$ cat src/rtl/fifo_wr_ctrl.sv
// fifo_wr_ctrl: write-side FIFO controller that serialises W_DATA_WIDTH producer words into MEM_WIDTH beats.
// Define FIFO_WR_CTRL_OVF_EN to build the sticky overflow register; otherwise overflow is tied low.
module fifo_wr_ctrl #(
    parameter int W_DATA_WIDTH = 16,
    parameter int MEM_WIDTH    = 8,
    parameter int ADDR_WIDTH   = 4,
    parameter int AFULL_THRESH = 2
) (
    input  logic                    clk,
    input  logic                    reset,
    input  logic                    wr_request,
    input  logic [W_DATA_WIDTH-1:0] wr_data,
    output logic                    wr_ready,
    input  logic [ADDR_WIDTH:0]     rd_ptr,
    output logic [ADDR_WIDTH:0]     wr_ptr,
    output logic                    mem_wr_en,
    output logic [ADDR_WIDTH-1:0]   mem_wr_addr,
    output logic [MEM_WIDTH-1:0]    mem_wr_data,
    output logic [ADDR_WIDTH:0]     free_cnt,
    output logic                    full_flag,
    output logic                    almost_full,
    output logic                    overflow,
    input  logic                    ovf_clr,
    output logic                    dbg_state
);

    localparam int RATIO  = W_DATA_WIDTH / MEM_WIDTH;
    localparam int DEPTH  = 2 ** ADDR_WIDTH;
    localparam int BEAT_W = (RATIO > 1) ? $clog2(RATIO) : 1;
    localparam int PW     = ADDR_WIDTH + 1;

    localparam logic [PW-1:0]     DEPTH_P   = PW'(DEPTH);
    localparam logic [BEAT_W-1:0] BEAT_LAST = BEAT_W'(RATIO - 1);
    localparam logic [PW:0]       RATIO_X   = (PW + 1)'(RATIO);

    // Handshake: a word transfers at a falling edge where wr_request && wr_ready;
    // wr_ready never depends on wr_request, and a burst, once accepted, always completes.
    typedef enum logic {
        IDLE  = 1'b0,
        BURST = 1'b1
    } state_t;

    state_t                  state;
    logic [BEAT_W-1:0]       beat;
    logic [W_DATA_WIDTH-1:0] data_q;
    logic [PW-1:0]           used;
    logic [MEM_WIDTH-1:0]    slice;
    logic                    last;
    logic                    accept;

    assign used     = wr_ptr - rd_ptr;
    assign free_cnt = DEPTH_P - used;
    assign last     = (state == BURST) && (beat == BEAT_LAST);

    // free_cnt - last < RATIO, rearranged so the subtraction can never wrap
    assign full_flag   = ({1'b0, free_cnt} < (RATIO_X + {{PW{1'b0}}, last}));
    assign almost_full = (int'(free_cnt) <= AFULL_THRESH);
    assign wr_ready    = ((state == IDLE) || last) && !full_flag;
    assign accept      = wr_request && wr_ready;

    always_comb begin
        slice = '0;
        for (int i = 0; i < RATIO; i++) begin
            if (beat == BEAT_W'(i)) begin
                slice = data_q[i*MEM_WIDTH +: MEM_WIDTH];
            end
        end
    end

    assign mem_wr_en   = (state == BURST);
    assign mem_wr_addr = wr_ptr[ADDR_WIDTH-1:0];
    assign mem_wr_data = mem_wr_en ? slice : '0;
    assign dbg_state   = state;

    always_ff @(negedge clk or posedge reset) begin
        if (reset) begin
            state  <= IDLE;
            beat   <= '0;
            data_q <= '0;
            wr_ptr <= '0;
        end else begin
            if (state == BURST) begin
                wr_ptr <= wr_ptr + 1'b1;
                beat   <= beat + 1'b1;
            end
            // A new word on the last beat chains straight into the next burst.
            if (accept) begin
                data_q <= wr_data;
                beat   <= '0;
                state  <= BURST;
            end else if (last) begin
                beat  <= '0;
                state <= IDLE;
            end
        end
    end

`ifdef FIFO_WR_CTRL_OVF_EN
    logic ovf_q;

    // Setting wins over a simultaneous clear so a drop is never lost.
    always_ff @(negedge clk or posedge reset) begin
        if (reset) begin
            ovf_q <= 1'b0;
        end else if (wr_request && !wr_ready && (state == IDLE) && full_flag) begin
            ovf_q <= 1'b1;
        end else if (ovf_clr) begin
            ovf_q <= 1'b0;
        end
    end

    assign overflow = ovf_q;
`else
    logic unused_ok;

    assign unused_ok = &{1'b0, ovf_clr};
    assign overflow  = 1'b0;
`endif

endmodule

$ cat config.mk
export PLATFORM = sky130hd
export DESIGN_NAME = fifo_wr_ctrl
export DESIGN_NICKNAME = d
export VERILOG_FILES = /design/src/rtl/fifo_wr_ctrl.sv
export SDC_FILE = /design/constraint.sdc
export NUM_CORES = 1
export LEC_CHECK = 0
export ABC_AREA = 1
export CORE_MARGIN = 2
export CORE_UTILIZATION = 35
export CTS_CLUSTER_SIZE = 40
export DETAILED_ROUTE_END_ITERATION = 8
export PLACE_DENSITY = 0.62
export RECOVER_POWER = 50
export SLEW_MARGIN = 20
export SYNTH_ARGS = -nofsm -noshare
export SYNTH_HDL_FRONTEND = slang
export SYNTH_SLANG_ARGS = --single-unit
$ cat constraint.sdc
create_clock -name clk -period 7.5 [get_ports clk]
set_input_delay 1.5 -clock clk [delete_from_list [all_inputs] [get_ports clk]]
set_output_delay 1.5 -clock clk [all_outputs]
set_load 0.02 [all_outputs]
ff_map.png
The bar under the picture is 20 um long.
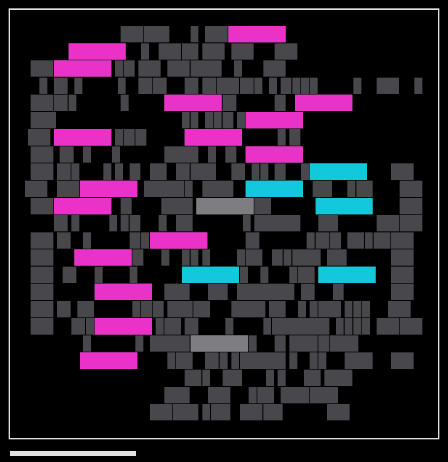
- data_q: magenta (flops 16)
- wr_ptr: cyan (flops 5; where east)
- not coloured: 2
Flop area: 576 um2
Seq/total area: 26.5%
Flop+latch power: 223 uW

route_heat.png
The die is cut into 14 by 14 equal tiles; dark purple is low, yellow is high, scaled to the fullest tile. Values are wire area over tile area, all layers added.
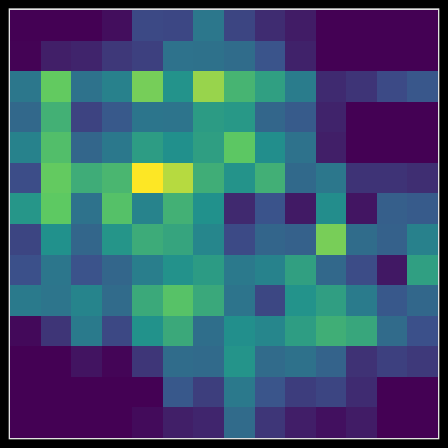
- nearly empty tiles: 17%
- tiles over half the peak: 24%
- fullest tile: 0.37
- emptiest ninth of the die: north-east
- mean over tiles: 0.11
drt total wl: 3.29 mm
vias: 1345
post-DR wirelength/cell: 11.3 um
GRT Total Usage: 16.0%

clock_nets.png
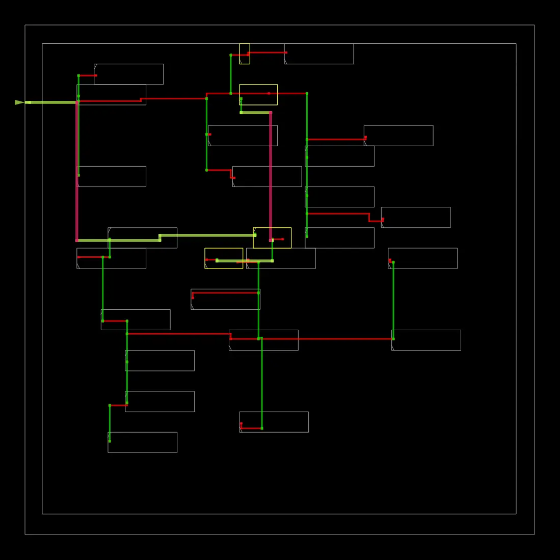
Seq cells: 23
clk_lat worst skew: 0.28 ns

==> changes_impl.md <==
## Implementation

* Worst Setup SP: wr_ptr[1]
* Most numerous cell on the critical path: inv_2
* Buffer-and-inverter tally for the worst setup path at 5
* Nets at about 280
* Failing checks: setup timing
* Final std cells w/o fill at 290
* Tap cells at 50
* Setup TNS at -0.169 ns
* Run status: complete, but fails checks
* Place WS at -0.326 ns
* Met3 Resource Use GR at 2.67%
* Combinational gate area at 682 um2
* Ys async rst share at 100%
* Diode count at 0
* Static Leakage at 0.00110 uW
* Die area at 4590 um2
* YS chip area at 1420 um2
* CP arrival at between 6 and 7 ns
* XOR Share, Synth at 2.46%
* Top Registers: data_q (16), wr_ptr (5)
* # setup viols final at 10
* Final hold violations at 0
* Setup ws final at -0.0920 ns
* Register with the most flip-flops: data_q
util_map.png
The bar under the picture is 20 um long. The die is cut into 7 by 7 equal tiles; dark purple is low, yellow is high, 0 to 100% covered.
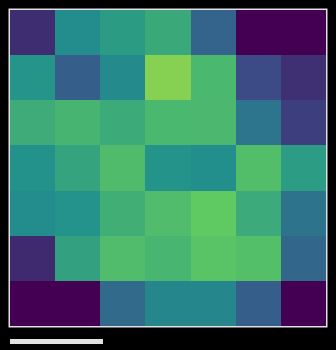
- mean over tiles: 46%
- tiles over 75% full: 4.1%
- emptiest ninth of the die: north-east
Util after Layout: 55.1%
Init Core Util: 36.1%

layers.png
Two of the layers only.
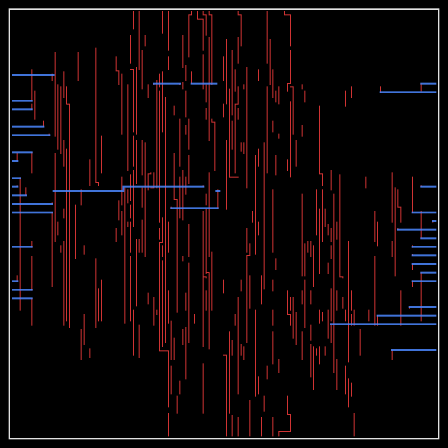
- M2: red (wire length 1680 um)
- M3: blue (wire length 172 um)

==> layout by cell type, fill, tap and decap left out, types with 2 or more instances in the layout <==
master / count
nand2_2: 2
buf_6: 6
inv_2: 7
clkbuf_8: 3
clkbuf_1: 2
nand2_1: 47
ha_4: 2
xor2_1: 4
nand4_1: 17
dfrtn_1: 23
o21ai_0: 9
ha_1: 5
buf_4: 16
dlymetal6s2s_1: 2
dlygate4sd2_1: 2
nand3_1: 11
clkdlybuf4s50_1: 41
inv_1: 24
nand3_4: 2
nor2_2: 2
==> report_power, final <==
| part | internal (uW) | leakage [uW] | switching (uW) | total (uW) |
|---|---|---|---|---|
| combinational | 376 | 0.000794 | 430 | 806 |
| sequential | 191 | 0.000281 | 31.3 | 223 |
| clock | 38.0 | 0.0000228 | 40.8 | 78.8 |
Power and IR drop assume default switching activity.
